`src/rtl/hall_call_scheduler.sv`:
```
// Hall-call scheduler: pending up/down call bitmaps, round-robin slot selection, two-car dispatch.
// Optional feature macro UPPEAK_LOBBY_PRIORITY_EN: lobby up call preempts round-robin in up-peak.
module hall_call_scheduler #(
  parameter int NUM_FLOORS  = 8,
  parameter int ACK_TIMEOUT = 15
) (
  input  logic       clk,
  input  logic       reset,
  input  logic       call_valid,
  input  logic [2:0] call_floor,
  input  logic       call_dir,
  input  logic [1:0] traffic_state,
  input  logic [2:0] elev_floor_1,
  input  logic [2:0] elev_floor_2,
  input  logic       elev_idle_1,
  input  logic       elev_idle_2,
  output logic [1:0] dispatch_valid,
  output logic [2:0] dispatch_floor,
  output logic       dispatch_dir,
  input  logic [1:0] dispatch_ack,
  output logic [7:0] pending_up,
  output logic [7:0] pending_dn,
  output logic       timeout_pulse
);
  localparam int NUM_SLOTS = 2 * NUM_FLOORS;
  localparam int CW = (ACK_TIMEOUT > 1) ? $clog2(ACK_TIMEOUT) : 1;
  localparam logic [3:0] FLOOR_LIMIT = 4'(NUM_FLOORS);
  localparam logic [2:0] TOP_FLOOR = 3'(NUM_FLOORS - 1);
  localparam logic [3:0] LAST_SLOT = 4'(NUM_SLOTS - 1);
  localparam logic [CW-1:0] CNT_LAST = CW'(ACK_TIMEOUT - 1);

  typedef enum logic [1:0] {IDLE, SELECT, ASSIGN, ISSUE} state_t;

  state_t          state_reg, state_next;
  logic [15:0]     pending_reg, pending_next;
  logic [3:0]      ptr_reg, ptr_next;
  logic [3:0]      slot_reg, slot_next;
  logic [1:0]      dvalid_reg, dvalid_next;
  logic [2:0]      dfloor_reg, dfloor_next;
  logic            ddir_reg, ddir_next;
  logic            timeout_reg, timeout_next;
  logic [CW-1:0]   cnt_reg, cnt_next;

  // Returns {found, slot}: first set slot at or after ptr, wrapping past the top slot.
  function automatic logic [4:0] rr_pick(input logic [15:0] bits, input logic [3:0] ptr);
    logic [4:0] res;
    logic [4:0] idx;
    res = 5'd0;
    for (int i = NUM_SLOTS - 1; i >= 0; i--) begin
      idx = {1'b0, ptr} + 5'(i);
      if (idx >= 5'(NUM_SLOTS)) idx = idx - 5'(NUM_SLOTS);
      if (bits[idx[3:0]]) res = {1'b1, idx[3:0]};
    end
    return res;
  endfunction

  logic        call_ok;
  logic [15:0] set_mask;
  logic [4:0]  rr_result;
  logic [3:0]  slot_inc;
  logic [2:0]  dist_1, dist_2;
  logic        pick_2;
  logic        ack_hit;
  logic        lobby_priority;

  assign call_ok = call_valid && ({1'b0, call_floor} < FLOOR_LIMIT)
                   && !(call_dir && call_floor == TOP_FLOOR)
                   && !(!call_dir && call_floor == 3'd0);
  assign set_mask  = call_ok ? (16'd1 << {call_floor, call_dir}) : 16'd0;
  assign rr_result = rr_pick(pending_reg, ptr_reg);
  assign slot_inc  = (slot_reg == LAST_SLOT) ? 4'd0 : slot_reg + 4'd1;
  assign ack_hit   = |(dispatch_ack & dvalid_reg);

`ifdef UPPEAK_LOBBY_PRIORITY_EN
  assign lobby_priority = (traffic_state == 2'b01) && pending_reg[1];
`else
  logic traffic_unused;
  assign lobby_priority = 1'b0;
  assign traffic_unused = ^traffic_state;
`endif

  always_comb begin
    dist_1 = (elev_floor_1 >= slot_reg[3:1]) ? elev_floor_1 - slot_reg[3:1]
                                             : slot_reg[3:1] - elev_floor_1;
    dist_2 = (elev_floor_2 >= slot_reg[3:1]) ? elev_floor_2 - slot_reg[3:1]
                                             : slot_reg[3:1] - elev_floor_2;
    // A lone idle car wins outright; otherwise nearest car, ties to car 1.
    if (elev_idle_1 != elev_idle_2) pick_2 = elev_idle_2;
    else                            pick_2 = (dist_2 < dist_1);
  end

  always_ff @(posedge clk or negedge reset) begin
    if (!reset) begin
      state_reg   <= IDLE;
      pending_reg <= 16'd0;
      ptr_reg     <= 4'd0;
      slot_reg    <= 4'd0;
      dvalid_reg  <= 2'b00;
      dfloor_reg  <= 3'd0;
      ddir_reg    <= 1'b0;
      timeout_reg <= 1'b0;
      cnt_reg     <= '0;
    end else begin
      state_reg   <= state_next;
      pending_reg <= pending_next;
      ptr_reg     <= ptr_next;
      slot_reg    <= slot_next;
      dvalid_reg  <= dvalid_next;
      dfloor_reg  <= dfloor_next;
      ddir_reg    <= ddir_next;
      timeout_reg <= timeout_next;
      cnt_reg     <= cnt_next;
    end
  end

  always_comb begin
    state_next   = state_reg;
    pending_next = pending_reg | set_mask;
    ptr_next     = ptr_reg;
    slot_next    = slot_reg;
    dvalid_next  = dvalid_reg;
    dfloor_next  = dfloor_reg;
    ddir_next    = ddir_reg;
    timeout_next = 1'b0;
    cnt_next     = cnt_reg;
    case (state_reg)
      IDLE: begin
        if (|pending_reg) state_next = SELECT;
      end
      SELECT: begin
        if (lobby_priority) begin
          slot_next  = 4'd1;
          state_next = ASSIGN;
        end else if (rr_result[4]) begin
          slot_next  = rr_result[3:0];
          state_next = ASSIGN;
        end else begin
          state_next = IDLE;
        end
      end
      ASSIGN: begin
        dvalid_next = pick_2 ? 2'b10 : 2'b01;
        dfloor_next = slot_reg[3:1];
        ddir_next   = slot_reg[0];
        cnt_next    = '0;
        state_next  = ISSUE;
      end
      ISSUE: begin
        if (ack_hit) begin
          // A new call landing on this edge re-sets the bit after the clear.
          pending_next = (pending_reg & ~(16'd1 << slot_reg)) | set_mask;
          ptr_next     = slot_inc;
          dvalid_next  = 2'b00;
          state_next   = IDLE;
        end else if (cnt_reg == CNT_LAST) begin
          timeout_next = 1'b1;
          ptr_next     = slot_inc;
          dvalid_next  = 2'b00;
          state_next   = IDLE;
        end else begin
          cnt_next = cnt_reg + 1'b1;
        end
      end
      default: state_next = IDLE;
    endcase
  end

  genvar gi;
  generate
    for (gi = 0; gi < 8; gi++) begin : g_bitmap
      assign pending_up[gi] = pending_reg[2*gi+1];
      assign pending_dn[gi] = pending_reg[2*gi];
    end
  endgenerate

  assign dispatch_valid = dvalid_reg;
  assign dispatch_floor = dfloor_reg;
  assign dispatch_dir   = ddir_reg;
  assign timeout_pulse  = timeout_reg;
endmodule

```
`config.mk`:
```
export PLATFORM = sky130hd
export DESIGN_NAME = hall_call_scheduler
export DESIGN_NICKNAME = d
export VERILOG_FILES = /design/src/rtl/hall_call_scheduler.sv
export SDC_FILE = /design/constraint.sdc
export NUM_CORES = 1
export LEC_CHECK = 0
export ABC_AREA = 1
export CAP_MARGIN = 20
export CORE_MARGIN = 2
export CORE_UTILIZATION = 28
export CTS_CLUSTER_SIZE = 12
export DETAILED_ROUTE_END_ITERATION = 6
export GPL_TIMING_DRIVEN = 0
export PLACE_DENSITY_LB_ADDON = 0.1
export SYNTH_ARGS = -nofsm -noshare
export SYNTH_HDL_FRONTEND = slang
export SYNTH_SLANG_ARGS = --single-unit
```
`constraint.sdc`:
```
create_clock -name clk -period 5.65 [get_ports clk]
set_clock_uncertainty 0.15 [all_clocks]
set_input_delay 1.13 -clock clk [delete_from_list [all_inputs] [get_ports clk]]
set_output_delay 1.13 -clock clk [all_outputs]
set_load 0.02 [all_outputs]
```
**The metal 1 layer**

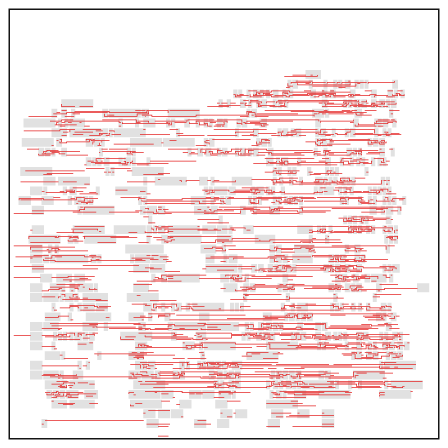
The layer holds 49% of the routed length. 615 nets have wire on it. The layer carries 5860 µm of wire. The wires run mostly horizontal. The longest straight run is 41.4 µm.
via count: 3918
met1 layer usage reported by global route: 24.3%
Routed WL: 12000 µm

**Met2 routing**

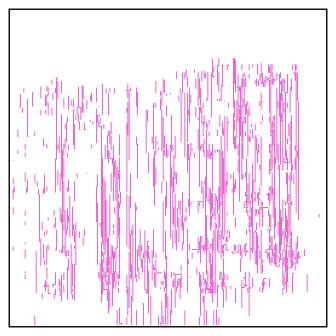
The wires run mostly vertical. 500 nets have wire on it. The layer carries 5290 µm of wire. The longest straight run is 53.4 µm. The layer holds 44% of the routed length.
GR met2 Demand/Resource: 27.0%

**M3 wires**

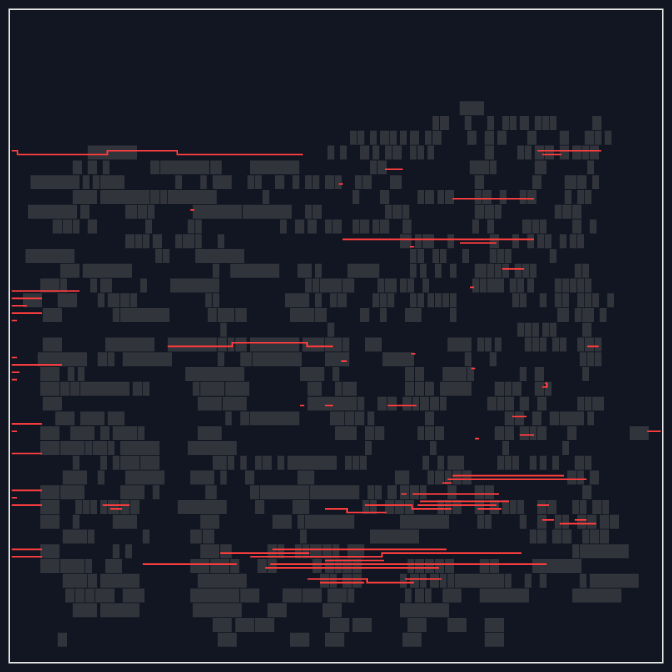
The longest straight run is 50.6 µm. The layer carries 641 µm of wire.
met3 routing resource usage after global routing: 3.33%

==> impl_metrics.tcl <==
# collected from the flow reports
set metrics [dict create \
    finish.instance_area_um2 4550 \
    cp-start-kind "register" \
    grt_setup_unrepaired "false" \
    synth-edff-count 0 \
    number_of_hold_buffers_added_after_cts 0 \
    hp-start "dispatch_floor[0]$_DFFE_PN0P_" \
    warning_count 44 \
    synthMuxAreaShare_pct 1.09 \
    crit_path_cell_trace "inv_1, buf_2, ha_1, inv_2, buf_2, nand3_1, nand3_1, nand2_1, nand2_1, nand2_1, nor4_1, nand3_1, nor3_2, nor3_2, inv_2, a21oi_1, nand2_1, nand2_1" \
    track_usage_pct 17.4 \
    worstSetupEndpointType "register" \
    fillCellCount 1461 \
    result_of_the_run "complete, no violations" \
    fin_worst_hold_slack_ps 347 \
    top_level_ports 42 \
    post_dp_cell_area_um2 4380 \
    floorplan.die_area_um2 14400 \
    endpoints_failing_setup 0 \
    report.final.hold_viol_count 0 \
    syn-instance-count 586 \
    mostFrequentLayoutCell "sky130_fd_sc_hd__nand2_1" \
    cts.sink_count 37 \
    layout-drive-gt1-share_pct 7.90 \
    synthTopCellsByCount "sky130_fd_sc_hd__nand2_1, sky130_fd_sc_hd__nand3_1, sky130_fd_sc_hd__inv_1" \
    critical-path-max-stage-delay_ps 450 \
    maximum_number_of_pins_on_one_net_before_global_route_repair 38 \
    tritoncts "done" \
    timing_worst_slew_pin_value_ps 963 \
    n_antenna_cell 0 \
    critPathMostFrequentCell "sky130_fd_sc_hd__nand2_1" \
    ctsRootBufferMaster "sky130_fd_sc_hd__clkbuf_16" \
    cts_max_path_buffers 2 \
    global_route_wire_length_before_repair_um 19700 \
    worst_setup_path_endpoint "slot_reg[3]$_DFFE_PN0P_" \
    synth_area_leader_cell "sky130_fd_sc_hd__dfrtp_1" \
    aoi_share_pct 12.1 \
    timing.rr.start "ptr_reg[1]$_DFFE_PN0P_" \
    drtPass1Iterations 5 \
    yosys.cell_count.top_type "sky130_fd_sc_hd__nand2_1" \
    path_clk_slew_ps 60 \
    simple_gate_share_pct 38.7 \
    drt_iter0_drc 243 \
    drc 0 \
    timing_max_transition_violations_final 0 \
    lay_top_cells "sky130_fd_sc_hd__nand2_1, sky130_fd_sc_hd__nand3_1, sky130_fd_sc_hd__inv_1, sky130_fd_sc_hd__a21oi_1, sky130_fd_sc_hd__clkdlybuf4s50_1" \
    post_synth_main_area_contributors "sky130_fd_sc_hd__dfrtp_1, sky130_fd_sc_hd__nand2_1, sky130_fd_sc_hd__nand3_1, sky130_fd_sc_hd__ha_1, sky130_fd_sc_hd__inv_1" \
    maxCapViolCount 0 \
    totalNegativeSetupSlack_ps 0 \
    cp-startpoint "ptr_reg[1]$_DFFE_PN0P_" \
    final.setup.worst_slack_ps 1820 \
    critPathKind "register to register" \
    grt_overflow_total 0 \
    clock_latency_ps 290 \
    crit_arrival_ps 3860 \
    m1WireLength_um 5860 \
    number_of_synthesized_register_bits 37 \
    cp.required_ps 5680 \
    yosysWarnings 0 \
    synth-seq-area-share_pct 24.5 \
    top_sig_layer "met4" \
    netlist-cell-type-count 38 \
    placementRows 42 \
    finalNonFillerCells 809 \
    wl_met2_um 5290 \
    post_cts_resized 0 \
    syn2layout_area_growth_pct 20.6 \
    dr_wl_met3_um 640 \
    synth_area_per_cell_um2 6.44 \
    place_inst 801 \
    synth.yosys.chip_area_um2 3770 \
    yosys-stat-cells 586 \
    rr_endpoint "slot_reg[3]$_DFFE_PN0P_" \
    postCtsSetupRepairBufs 0 \
    cts_buffers 5 \
    grt_pass1_vias 3837 \
    critical_path.max_fanout 13 \
    worstHoldPathCells 2 \
    synth_async_sr_flop_share_pct 100 \
    finalCritPeriodShare_pct 67.8 \
    finalWorstPathRequiredPeriod_ps 3830 \
    vias_per_cell 4.84 \
    synth.cell_area_um2 3770 \
    port_buffer_count 39 \
    initial_utilization_pct 28.6 \
]
**M4 wires**

The bar under the picture is 20 µm long.
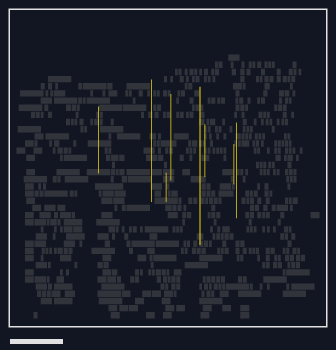
The longest straight run is 59.8 µm. The wires run mostly vertical.

**Routing congestion map**

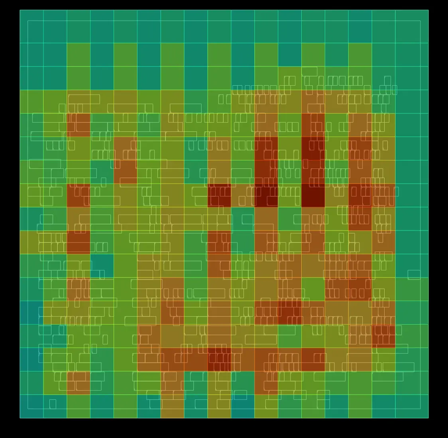
detail-routed net length per standard cell: 14.9 µm
final core utilization: 34.5%

layout make-up:
cell class	instances	area, µm²	share of cell area [%]
Clock buffer	5	125	2.75
Tap cell	176	220	4.84
Inverter	77	292	6.40
Clock inverter	3	46.3	1.02
Timing Repair Buffer	39	385	8.47
Multi-Input combinational cell	460	2480	54.4
Buffer	12	80.1	1.76
Sequential cell	37	926	20.3
worst max-delay path: cells and delay by family (launching register included):
kind                       cells  cell delay (ps)
adders and majority gates      1              380
DFF                            1              450
and+or+nand+nor               11             1690
AOI/OAI and AO/OA              1               50
buffers and inverters          5              990
